$ cat config.mk
export PLATFORM = sky130hd
export DESIGN_NAME = ps2_keycode_rx_flat
export DESIGN_NICKNAME = d
export VERILOG_FILES = /design/src/rtl/ps2_pkg.sv /design/src/rtl/ps2_keycode_rx_if.sv /design/src/rtl/ps2_line_sync.sv /design/src/rtl/ps2_keycode_rx.sv /design/src/flat_wrapper.sv
export SDC_FILE = /design/constraint.sdc
export NUM_CORES = 1
export LEC_CHECK = 0
export CAP_MARGIN = 20
export CELL_PAD_IN_SITES_DETAIL_PLACEMENT = 0
export CELL_PAD_IN_SITES_GLOBAL_PLACEMENT = 1
export CORE_MARGIN = 2
export CORE_UTILIZATION = 40
export CTS_CLUSTER_DIAMETER = 80
export DETAILED_ROUTE_END_ITERATION = 8
export GPL_TIMING_DRIVEN = 0
export PLACE_DENSITY = 0.71
export SYNTH_ARGS = -nofsm -noshare
export SYNTH_HDL_FRONTEND = slang
export SYNTH_SLANG_ARGS = --single-unit
$ cat constraint.sdc
create_clock -name clk -period 2.4 [get_ports clk]
set_input_delay 0.48 -clock clk [delete_from_list [all_inputs] [get_ports clk]]
set_output_delay 0.48 -clock clk [all_outputs]
set_load 0.05 [all_outputs]
$ cat src/rtl/ps2_pkg.sv
// Shared types and constants for the PS/2 keycode receiver.
package ps2_pkg;

  typedef enum logic [1:0] {
    IDLE   = 2'd0,
    DATA   = 2'd1,
    PARITY = 2'd2,
    STOP   = 2'd3
  } ps2_state_t;

  localparam logic [7:0]  PS2_BREAK     = 8'hF0;
  localparam logic [7:0]  PS2_EXT       = 8'hE0;
  localparam int unsigned PS2_DATA_BITS = 8;

endpackage

$ cat src/rtl/ps2_keycode_rx_if.sv
// Keycode output bundle: the receiver drives it, the movement-control stage samples it.
interface ps2_keycode_rx_if;

  logic [15:0] keycode;
  logic        keycode_valid;
  logic        frame_err;

  modport master (output keycode, output keycode_valid, output frame_err);
  modport slave  (input  keycode, input  keycode_valid, input  frame_err);

endinterface

$ cat src/rtl/ps2_line_sync.sv
// Two-flop synchronisers on the PS/2 lines, a FILTER_LEN-sample glitch filter on the clock
// and a one-cycle falling-edge strobe of the filtered clock.
module ps2_line_sync #(
  parameter int unsigned FILTER_LEN = 8
) (
  input  logic clk,
  input  logic rst_n,
  input  logic ps2_clk,
  input  logic ps2_data,
  output logic data_s,
  output logic fe
);

  localparam int unsigned CW = $clog2(FILTER_LEN + 1);
  localparam logic [CW-1:0] CNT_LAST = CW'(FILTER_LEN - 1);

  logic [1:0]    clk_sync_q, data_sync_q;
  logic          filt_q, filt_d;
  logic [CW-1:0] cnt_q, cnt_d;
  logic          fe_q, fe_d;
  logic          clk_s;

  assign clk_s  = clk_sync_q[1];
  assign data_s = data_sync_q[1];
  assign fe     = fe_q;

  // cnt_q counts consecutive samples that disagree with the filtered level.
  always_comb begin
    filt_d = filt_q;
    cnt_d  = '0;
    fe_d   = 1'b0;
    if (clk_s != filt_q) begin
      if (cnt_q == CNT_LAST) begin
        filt_d = clk_s;
        fe_d   = ~clk_s;
      end else begin
        cnt_d = cnt_q + 1'b1;
      end
    end
  end

  always_ff @(posedge clk or negedge rst_n) begin
    if (!rst_n) begin
      clk_sync_q  <= 2'b11;
      data_sync_q <= 2'b11;
      filt_q      <= 1'b1;
      cnt_q       <= '0;
      fe_q        <= 1'b0;
    end else begin
      clk_sync_q  <= {clk_sync_q[0], ps2_clk};
      data_sync_q <= {data_sync_q[0], ps2_data};
      filt_q      <= filt_d;
      cnt_q       <= cnt_d;
      fe_q        <= fe_d;
    end
  end

endmodule

$ cat src/rtl/ps2_keycode_rx.sv
// PS/2 device-to-host deframer building a 16-bit {previous, latest} keycode history.
// Define PS2_PARITY_CHECK_EN to reject frames whose odd parity does not hold.
module ps2_keycode_rx
  import ps2_pkg::*;
#(
  parameter int unsigned FILTER_LEN     = 8,
  parameter int unsigned TIMEOUT_CYCLES = 65000
) (
  input  logic              clk,
  input  logic              rst_n,
  input  logic              ps2_clk,
  input  logic              ps2_data,
  ps2_keycode_rx_if.master  key_bus
);

  localparam int unsigned TW = $clog2(TIMEOUT_CYCLES + 1);
  localparam logic [TW-1:0] TMO_MAX  = TW'(TIMEOUT_CYCLES);
  localparam logic [2:0]    LAST_BIT = 3'(PS2_DATA_BITS - 1);

  logic          data_s, fe;
  ps2_state_t    state_q, state_d;
  logic [7:0]    shift_q, shift_d;
  logic [2:0]    bit_cnt_q, bit_cnt_d;
  logic [TW-1:0] tmo_q, tmo_d;
  logic [15:0]   key_q, key_d;
  logic          valid_q, valid_d;
  logic          err_q, err_d;
  logic          parity_ok;

  ps2_line_sync #(
    .FILTER_LEN (FILTER_LEN)
  ) u_line_sync (
    .clk      (clk),
    .rst_n    (rst_n),
    .ps2_clk  (ps2_clk),
    .ps2_data (ps2_data),
    .data_s   (data_s),
    .fe       (fe)
  );

`ifdef PS2_PARITY_CHECK_EN
  logic parity_q;

  always_ff @(posedge clk or negedge rst_n) begin
    if (!rst_n) begin
      parity_q <= 1'b0;
    end else if (state_q == PARITY && fe) begin
      parity_q <= data_s;
    end
  end

  assign parity_ok = ^{shift_q, parity_q};
`else
  assign parity_ok = 1'b1;
`endif

  always_comb begin
    state_d   = state_q;
    shift_d   = shift_q;
    bit_cnt_d = bit_cnt_q;
    tmo_d     = tmo_q;
    key_d     = key_q;
    valid_d   = 1'b0;
    err_d     = 1'b0;

    if (state_q == IDLE || fe) begin
      tmo_d = '0;
    end else if (tmo_q != TMO_MAX) begin
      tmo_d = tmo_q + 1'b1;
    end

    unique case (state_q)
      IDLE: begin
        if (fe && !data_s) begin
          state_d   = DATA;
          bit_cnt_d = '0;
        end
      end
      DATA: begin
        if (fe) begin
          shift_d   = {data_s, shift_q[7:1]};
          bit_cnt_d = bit_cnt_q + 1'b1;
          if (bit_cnt_q == LAST_BIT) begin
            state_d = PARITY;
          end
        end
      end
      PARITY: begin
        if (fe) begin
          state_d = STOP;
        end
      end
      STOP: begin
        if (fe) begin
          state_d = IDLE;
          if (data_s && parity_ok) begin
            key_d   = {key_q[7:0], shift_q};
            valid_d = 1'b1;
          end else begin
            err_d = 1'b1;
          end
        end
      end
      default: state_d = IDLE;
    endcase

    // A stalled frame is abandoned; a real edge in the same cycle takes precedence.
    if (state_q != IDLE && !fe && tmo_q == TMO_MAX) begin
      state_d = IDLE;
      key_d   = key_q;
      valid_d = 1'b0;
      err_d   = 1'b1;
    end
  end

  always_ff @(posedge clk or negedge rst_n) begin
    if (!rst_n) begin
      state_q   <= IDLE;
      shift_q   <= '0;
      bit_cnt_q <= '0;
      tmo_q     <= '0;
      key_q     <= '0;
      valid_q   <= 1'b0;
      err_q     <= 1'b0;
    end else begin
      state_q   <= state_d;
      shift_q   <= shift_d;
      bit_cnt_q <= bit_cnt_d;
      tmo_q     <= tmo_d;
      key_q     <= key_d;
      valid_q   <= valid_d;
      err_q     <= err_d;
    end
  end

  assign key_bus.keycode       = key_q;
  assign key_bus.keycode_valid = valid_q;
  assign key_bus.frame_err     = err_q;

endmodule

$ cat src/flat_wrapper.sv
// flat-port wrapper written by rule: the top's interface ports become plain ports
module ps2_keycode_rx_flat import ps2_pkg::*;
#(
  parameter int unsigned FILTER_LEN     = 8,
  parameter int unsigned TIMEOUT_CYCLES = 65000
)
  (clk, rst_n, ps2_clk, ps2_data, key_bus_keycode, key_bus_keycode_valid, key_bus_frame_err);
  ps2_keycode_rx_if key_bus_i ();
  input  logic clk;
  input  logic rst_n;
  input  logic ps2_clk;
  input  logic ps2_data;
  output wire logic [$bits(key_bus_i.keycode)-1:0] key_bus_keycode;
  output wire logic [$bits(key_bus_i.keycode_valid)-1:0] key_bus_keycode_valid;
  output wire logic [$bits(key_bus_i.frame_err)-1:0] key_bus_frame_err;
  assign key_bus_keycode = key_bus_i.keycode;
  assign key_bus_keycode_valid = key_bus_i.keycode_valid;
  assign key_bus_frame_err = key_bus_i.frame_err;
  ps2_keycode_rx #(.FILTER_LEN(FILTER_LEN), .TIMEOUT_CYCLES(TIMEOUT_CYCLES)) u_core (.clk(clk), .rst_n(rst_n), .ps2_clk(ps2_clk), .ps2_data(ps2_data), .key_bus(key_bus_i));
endmodule
==> run_1/layer_met2.png <==
Cells faint in the background.
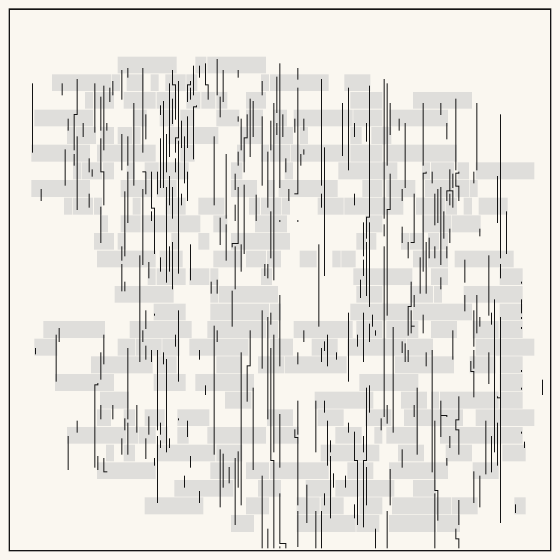
share of all routed wire	44%
main direction	vertical
met2 layer usage reported by global route: 17.9%
Total Wirelength: 4190 um
via total after detailed routing: 1,544

==> run_1/layer_met3.png <==
The bar under the picture is 20 um long.
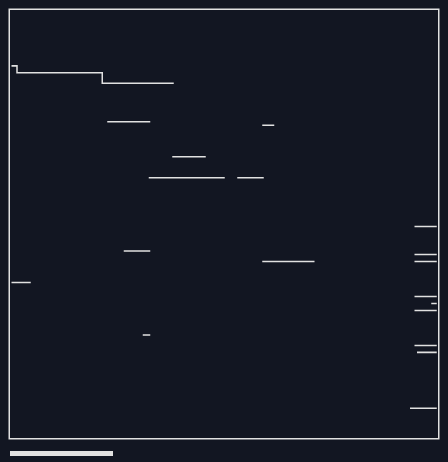
nets with wire on the layer	12
share of all routed wire	2.9%
main direction	horizontal
longest straight run	16.6 um
GRT met3 Usage: 3.58%

==> run summary, run 1 <==
portion of total power attributed to the clock network - 36.2%
total length of routed met3 wires - 122 um
class of the most critical setup path - reg -> out
minimum hold slack - 0.169 ns
FF-to-FF End - u_core.tmo_q[10]
Highest Signal Layer - met4
unrepaired setup endpoints after global routing - no
Finished Core Util - 50.6%
top cell family by delay on the critical path - buffers and inverters
number of buffers added on ports - 21
Pleak - 1.42 nW
leading cell type by number of instances after synthesis - sky130_fd_sc_hd__dfrtp_1
final max-slew violation count - 0
Worst Reg2Reg Path Length in Cells - 6
portion of the clock cycle consumed by the worst path in the final layout - 83.2%
total cell area reported by yosys after synthesis - 2510 um2
GR peak layer - met1
r2r setup slk - 0.56 ns
class of the most critical hold timing path - in -> async
number of placement rows - 28
Die Area - 6940 um2
buffers inserted during post-CTS setup optimization - 0
sink count of the clock tree - 57
setup slack after placement - 0.508 ns
final number of setup-violating endpoints - 0
final worst slack - 0.403 ns
Critical R2R Launch - u_core.state_q[1]
final non-filler cell area - 3030 um2
half-perimeter wire length after detailed placement - 2850 um
switch share - 29.0%
combined area of the multi-input logic cells - 1030 um2
Resized cells post-CTS - 0
H-tree levels - 3
n_taps - 75
dominant cells by area after synthesis - sky130_fd_sc_hd__dfrtp_1 (52%), sky130_fd_sc_hd__mux2_2 (12%), sky130_fd_sc_hd__dfstp_2 (5.2%)
Comb pwr share - 17.1%
total I/O pin count - 22
sequential group share of total power - 46.7%
count of max-cap constraint violations - 0
Die Width - 83.3 um
warning total across the stage logs - 31
average wire length per cell after detail routing - 13.5 um
MI comb cells - 129
total area of sequential cells - 1430 um2
final standard cell count with taps included and fillers excluded - 311
antenna diode instance count - 0
placed cell area - 2830 um2
initial antenna violation count - 0
GR Util All Layers - 13.1%
Yosys Warn Count - 0
number of detailed-routing iterations run before antenna repair - 4
vias in the first global route - 1,478
buffers and inverters on the worst path - 1
Layout Area Growth over Synthesis - 20.5%
CTS tree - yes
Critical Path Max Stage Delay - 0.81 ns
list of cells traversed by the critical path - clkdlybuf4s50_1
element type at the critical path end - output pin
pin count of the biggest net entering global routing - 32
non-clock buffer area fraction after layout - 8.38%
switching power - 0.709 mW
clock root buffer master - sky130_fd_sc_hd__clkbuf_8
Clk pin slew, worst setup/hold paths - 0.07 ns
CP Launch Type - flop
Final nets - 245
actual transition at the worst max-transition pin - 0.646 ns
total power density per cell area - 808 nW/um2
Worst setup endpoint - key_bus_keycode[1]
number of different library cells in the post-synthesis netlist - 40
count of inverters other than clock inverters in the layout - 7
synthesized area divided by synthesized cell count - 12.7 um2
count of state elements after synthesis - 57
vertical die size - 83.3 um
Setup TNS - 0 ns
Pint - 1.74 mW
cell type taking the most area - sequential cells
count of instantiated cells in the yosys netlist - 198
wire length of the first global-routing pass - 7170 um
ANT nets after route - 0
worst-case vdd ir drop - 0.000569 V
buffers outside the clock class - 27
overall power consumption - 2.45 mW
total of fill cells in the finished design - 534
crit path time final - 2.00 ns
Comb/total area - 33.9%
sequential share of cell area - 47.3%
ClkCell Share - 6.52%
share of cells above drive strength 1 - 25.0%
Num CTS Buffers - 9
highest-count cells in the layout ignoring fill and taps - sky130_fd_sc_hd__dfrtp_1 (52), sky130_fd_sc_hd__mux2_2 (26), sky130_fd_sc_hd__clkdlybuf4s50_1 (20)
power attributed to sequential cells - 1.14 mW
routed metal-1 wirelength - 2120 um
number of synthesized flops with an enable pin - 0
post-synth top area share - 51.7%
Detailed Route Iter0 Violations - 32
number of placed instances, taps included - 295
power attributed to the clock group - 0.887 mW
commonest register cell after synthesis - sky130_fd_sc_hd__dfrtp_1
share of async-settable or async-resettable flops after synthesis - 100%
Crit Path Max Fanout - 3
P_comb - 0.418 mW
Main power group - registers
CP Depth - 1
Hold Buf Count CTS - 0
clock buffers - 11
Worst path slowest cell - sky130_fd_sc_hd__clkdlybuf4s50_1
Routability Congestion - 0.726
cell types with the highest counts after synthesis - sky130_fd_sc_hd__dfrtp_1 (52), sky130_fd_sc_hd__mux2_2 (26), sky130_fd_sc_hd__nor2_1 (19)
fp util - 42.0%
leading area contributor after synthesis - sky130_fd_sc_hd__dfrtp_1
status - finished clean
most used logic cell in the final layout - sky130_fd_sc_hd__dfrtp_1
clock latency at the later pin of the worst-skew pair - 0.33 ns
Arr. time, crit path - 1.52 ns
Post-Syn Nets - 212
flop count - 57
Required @ worst endpoint - 1.92 ns
==> run_1/placement_by_type.png <==
Fill, decap, tap and diode cells in grey.
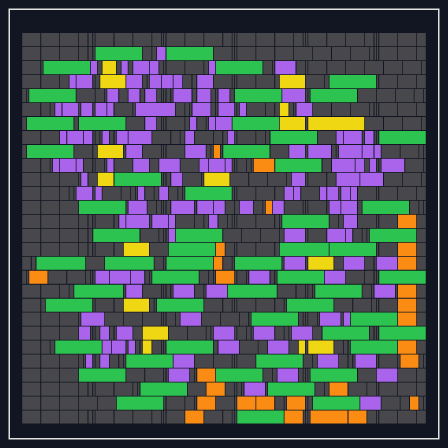
colour	class	cells
green	sequential cells	57
yellow	clock drivers and dummy loads	16
purple	combinational and other logic	136
orange	remaining buffers and delay cells	27

## run 1: kinds of logic after synthesis
logic type,share of synthesized area [%]
multiplexers,12.4
buffers and inverters,2.19
adder cells (fa/ha/maj),4.98
AND-OR/OR-AND,2.64
flip-flops,57.0
AND/OR/NAND/NOR,15.6
XOR/XNOR,5.22
## run 1: flip-flops by register name, indices dropped and copies added, names as in the netlist, 2 cells and up
| register | count |
|---|---|
| u_core.u_line_sync.cnt_q | 4 |
| u_core.u_line_sync.data_sync_q | 2 |
| u_core.key_bus.keycode | 16 |
| u_core.u_line_sync.clk_sync_q | 2 |
| u_core.state_q | 2 |
| u_core.tmo_q | 16 |
| u_core.bit_cnt_q | 3 |
| u_core.shift_q | 8 |
--- run 2 (diff from run 1) ---
--- a/config.mk
+++ b/config.mk
@@ -13,7 +13,7 @@
 export CTS_CLUSTER_DIAMETER = 80
 export DETAILED_ROUTE_END_ITERATION = 8
 export GPL_TIMING_DRIVEN = 0
-export PLACE_DENSITY = 0.71
+export PLACE_DENSITY = 0.74
 export SYNTH_ARGS = -nofsm -noshare
 export SYNTH_HDL_FRONTEND = slang
 export SYNTH_SLANG_ARGS = --single-unit
==> constraint.sdc (replaced) <==
create_clock -name clk -period 1.61 [get_ports clk]
set_input_delay 0.322 -clock clk [delete_from_list [all_inputs] [get_ports clk]]
set_output_delay 0.322 -clock clk [all_outputs]
set_load 0.05 [all_outputs]
==> run_2/io_fan.png <==
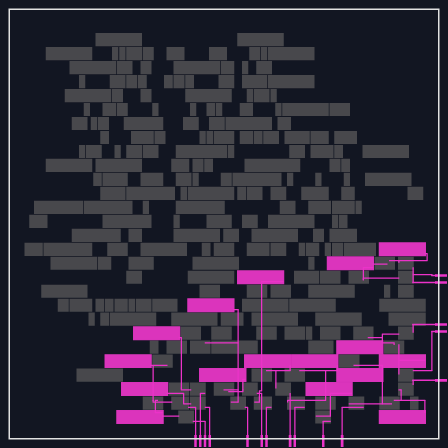
colour	port	bits	direction	edge	end cells	buffers	wire
magenta	`key_bus_keycode`	16	output	11 bottom, 5 right	16	16	339 um

==> run_2/layer_met3.png <==
The bar under the picture is 20 um long.
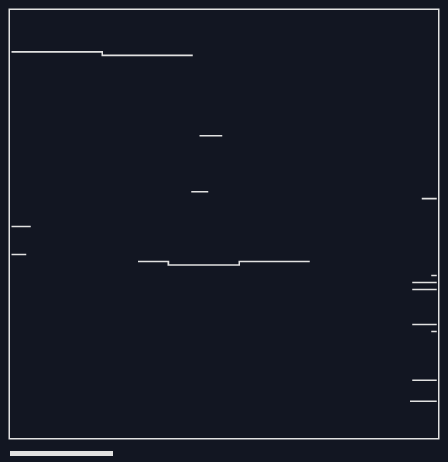
wire length on this layer	110 um
main direction	horizontal
share of all routed wire	2.7%

==> run_2/placement.png <==
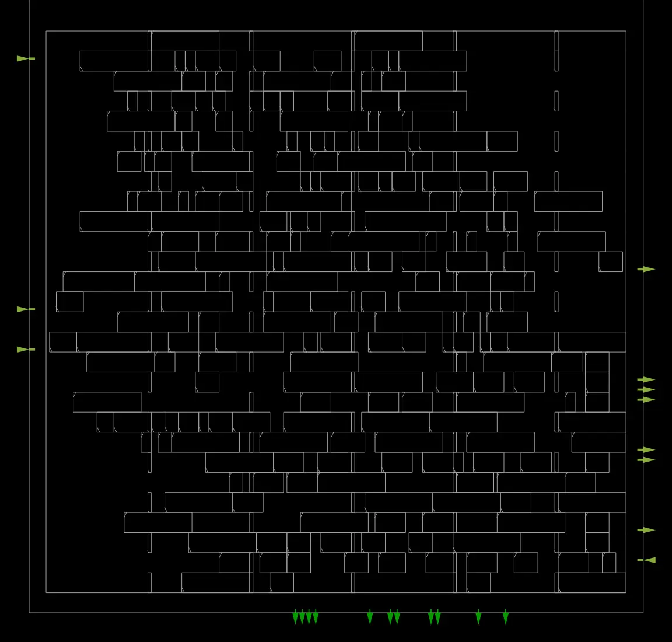
n_taps: 75
total of fill cells in the finished design: 541
Finished Core Util: 51.2%
standard cell core area: 5990 um2

==> run 2 against run 1 <==
Clock-buffer cell count is the same; setup slack lost 0.34 ns; critical path depth is the same; die size is the same; synthesized cell count is the same; register-to-register slack lost 0.50 ns.
==> run summary, run 2 <==
most used logic cell in the final layout - sky130_fd_sc_hd__dfrtp_1
Detailed Route Iter0 Violations - 46
Critical R2R Launch - u_core.state_q[1]
cell types with the highest counts after synthesis - sky130_fd_sc_hd__dfrtp_1 (52), sky130_fd_sc_hd__mux2_2 (26), sky130_fd_sc_hd__nor2_1 (19)
Netlist Area Pre-Place - 2510 um2
total power density per cell area - 1200 nW/um2
CP Depth - 1
overall power consumption - 3.69 mW
post-synthesis share of cell area spent on full adders, half adders and majority gates - 4.98%
element type at the critical path end - output pin
total cell area reported by yosys after synthesis - 2510 um2
Critical Path Max Stage Delay - 0.54 ns
Crit Path Max Fanout - 3
DRC viols - 0
Highest Signal Layer - met4
buffers inserted during post-CTS setup optimization - 0
Final nets - 245
Setup TNS - 0 ns
ANT nets after route - 0
cell count after synthesis - 198
top cell family by delay on the critical path - buffers and inverters
remaining max-slew budget at the tightest pin - 56.8%
wire length of the first global-routing pass - 7400 um
overall overflow remaining after global route - 0
count of state elements after synthesis - 57
list of cells traversed by the critical path - dlygate4sd2_1
Layout Skew - 0.00713 ns
synthesized area divided by synthesized cell count - 12.7 um2
pin count of the biggest net entering global routing - 32
dominant cells by area after synthesis - sky130_fd_sc_hd__dfrtp_1 (52%), sky130_fd_sc_hd__mux2_2 (12%), sky130_fd_sc_hd__dfstp_2 (5.2%)
Longest Clk Path Bufs - 2
Routability Congestion - 0.740
number of synthesized flops with an enable pin - 0
Post-Syn Nets - 212
final worst slack - 0.0594 ns
Total Wirelength - 4070 um
number of placed instances, taps included - 295
class of the most critical hold timing path - in -> async
post-synth top area share - 51.7%
warning total across the stage logs - 32
met1 capacity usage during global routing - 18.2%
compound-cell area share of the yosys netlist - 2.64%
number of buffers added on ports - 21
Yosys Warn Count - 0
unrepaired setup endpoints after global routing - yes
minimum hold slack - 0.0181 ns
leading cell type by number of instances after synthesis - sky130_fd_sc_hd__dfrtp_1
setup slack after placement - -0.243 ns
portion of the clock cycle consumed by the worst path in the final layout - 96.3%
share of cells above drive strength 1 - 29.7%
area share of and/or/nand/nor cells after synthesis - 15.6%
total I/O pin count - 22
Pleak - 1.49 nW
Worst path slowest cell - sky130_fd_sc_hd__dlygate4sd2_1
r2r setup slk - 0.06 ns
CP Launch Type - flop
portion of total power attributed to the clock network - 34.3%
status - finished clean
vertical die size - 83.3 um
via total after detailed routing - 1,520
leading area contributor after synthesis - sky130_fd_sc_hd__dfrtp_1
switching power - 1.08 mW
class of the most critical setup path - reg -> out
Comb pwr share - 18.8%
final non-filler cell area - 3070 um2
GRT met3 Usage - 4.47%
Worst setup endpoint - key_bus_keycode[1]
placed cell area - 2830 um2
clock latency at the later pin of the worst-skew pair - 0.32 ns
CTS tree - yes
switch share - 29.3%
portion of the post-synthesis area used by sequential elements - 57.0%
initial antenna violation count - 0
Hold Buf Count CTS - 0
Pint - 2.61 mW
routed metal-1 wirelength - 2080 um
crit path time final - 1.55 ns
buffers and inverters on the worst path - 1
number of different library cells in the post-synthesis netlist - 40
Required @ worst endpoint - 1.29 ns
vias in the first global route - 1,554
sequential group share of total power - 46.9%
Achievable Freq - 645 MHz
final standard cell count with taps included and fillers excluded - 311
fp util - 42.0%
Routed met2 length - 1860 um
actual transition at the worst max-transition pin - 0.647 ns
Die Width - 83.3 um
final number of setup-violating endpoints - 0
Num CTS Buffers - 9
sink count of the clock tree - 57
H-tree levels - 3
antenna diode instance count - 0
half-perimeter wire length after detailed placement - 2860 um
share of async-settable or async-resettable flops after synthesis - 100%
clock root buffer master - sky130_fd_sc_hd__clkbuf_8
GR peak layer - met2
Clk pin slew, worst setup/hold paths - 0.07 ns
number of detailed-routing iterations run before antenna repair - 4
Arr. time, crit path - 1.23 ns
Worst Setup SP - u_core.key_bus.keycode[1]
total length of routed met3 wires - 110 um
worst-case vdd ir drop - 0.000714 V
portion of netlist area occupied by mux cells - 12.4%
final max-slew violation count - 0
number of placement rows - 28
Resized cells post-CTS - 20
commonest register cell after synthesis - sky130_fd_sc_hd__dfrtp_1
Die Area - 6940 um2
Layout Area Growth over Synthesis - 22.0%
XOR/XNOR Fraction of Synth Area - 5.22%
GR Util All Layers - 13.3%
via density per instance - 4.89
highest-count cells in the layout ignoring fill and taps - sky130_fd_sc_hd__dfrtp_1 (49), sky130_fd_sc_hd__mux2_2 (26), sky130_fd_sc_hd__nor2_1 (19)
met2 layer usage reported by global route - 19.4%
Worst Reg2Reg Path Length in Cells - 4
Final Hold Viols - 0
average wire length per cell after detail routing - 13.1 um
FF-to-FF End - u_core.shift_q[5]
count of max-cap constraint violations - 0
combinational family with the most area after synthesis - simple AND/OR/NAND/NOR gates
count of instantiated cells in the yosys netlist - 198
[run 2: cell counts after synthesis]
No cell type changed its count.
[run 2: power by group through the flow]
stage / Combinational [mW] / Clock, mW / Sequential, mW
6_report: 0.693 / 1.26 / 1.73
5_1_grt: 0.800 / 1.38 / 1.75
4_1_cts: 0.645 / 1.31 / 1.70
3_5_place_dp: 0.633 / 0 / 1.73
3_3_place_gp: 0.619 / 0 / 1.72
2_1_floorplan: 0.490 / 0 / 1.69
[run 2: final cells by class]
class	instances	area (um2)
Sequential cell	57	1440
Clock inverter	5	56.3
Buffer	3	23.8
Fill cell	541	2920
Tap cell	75	93.8
Inverter	7	26.3
Clock buffer	11	131
Timing Repair Buffer	24	221
Multi-Input combinational cell	129	1080
Power figures rest on the tool's default switching activity, not on a simulated workload.
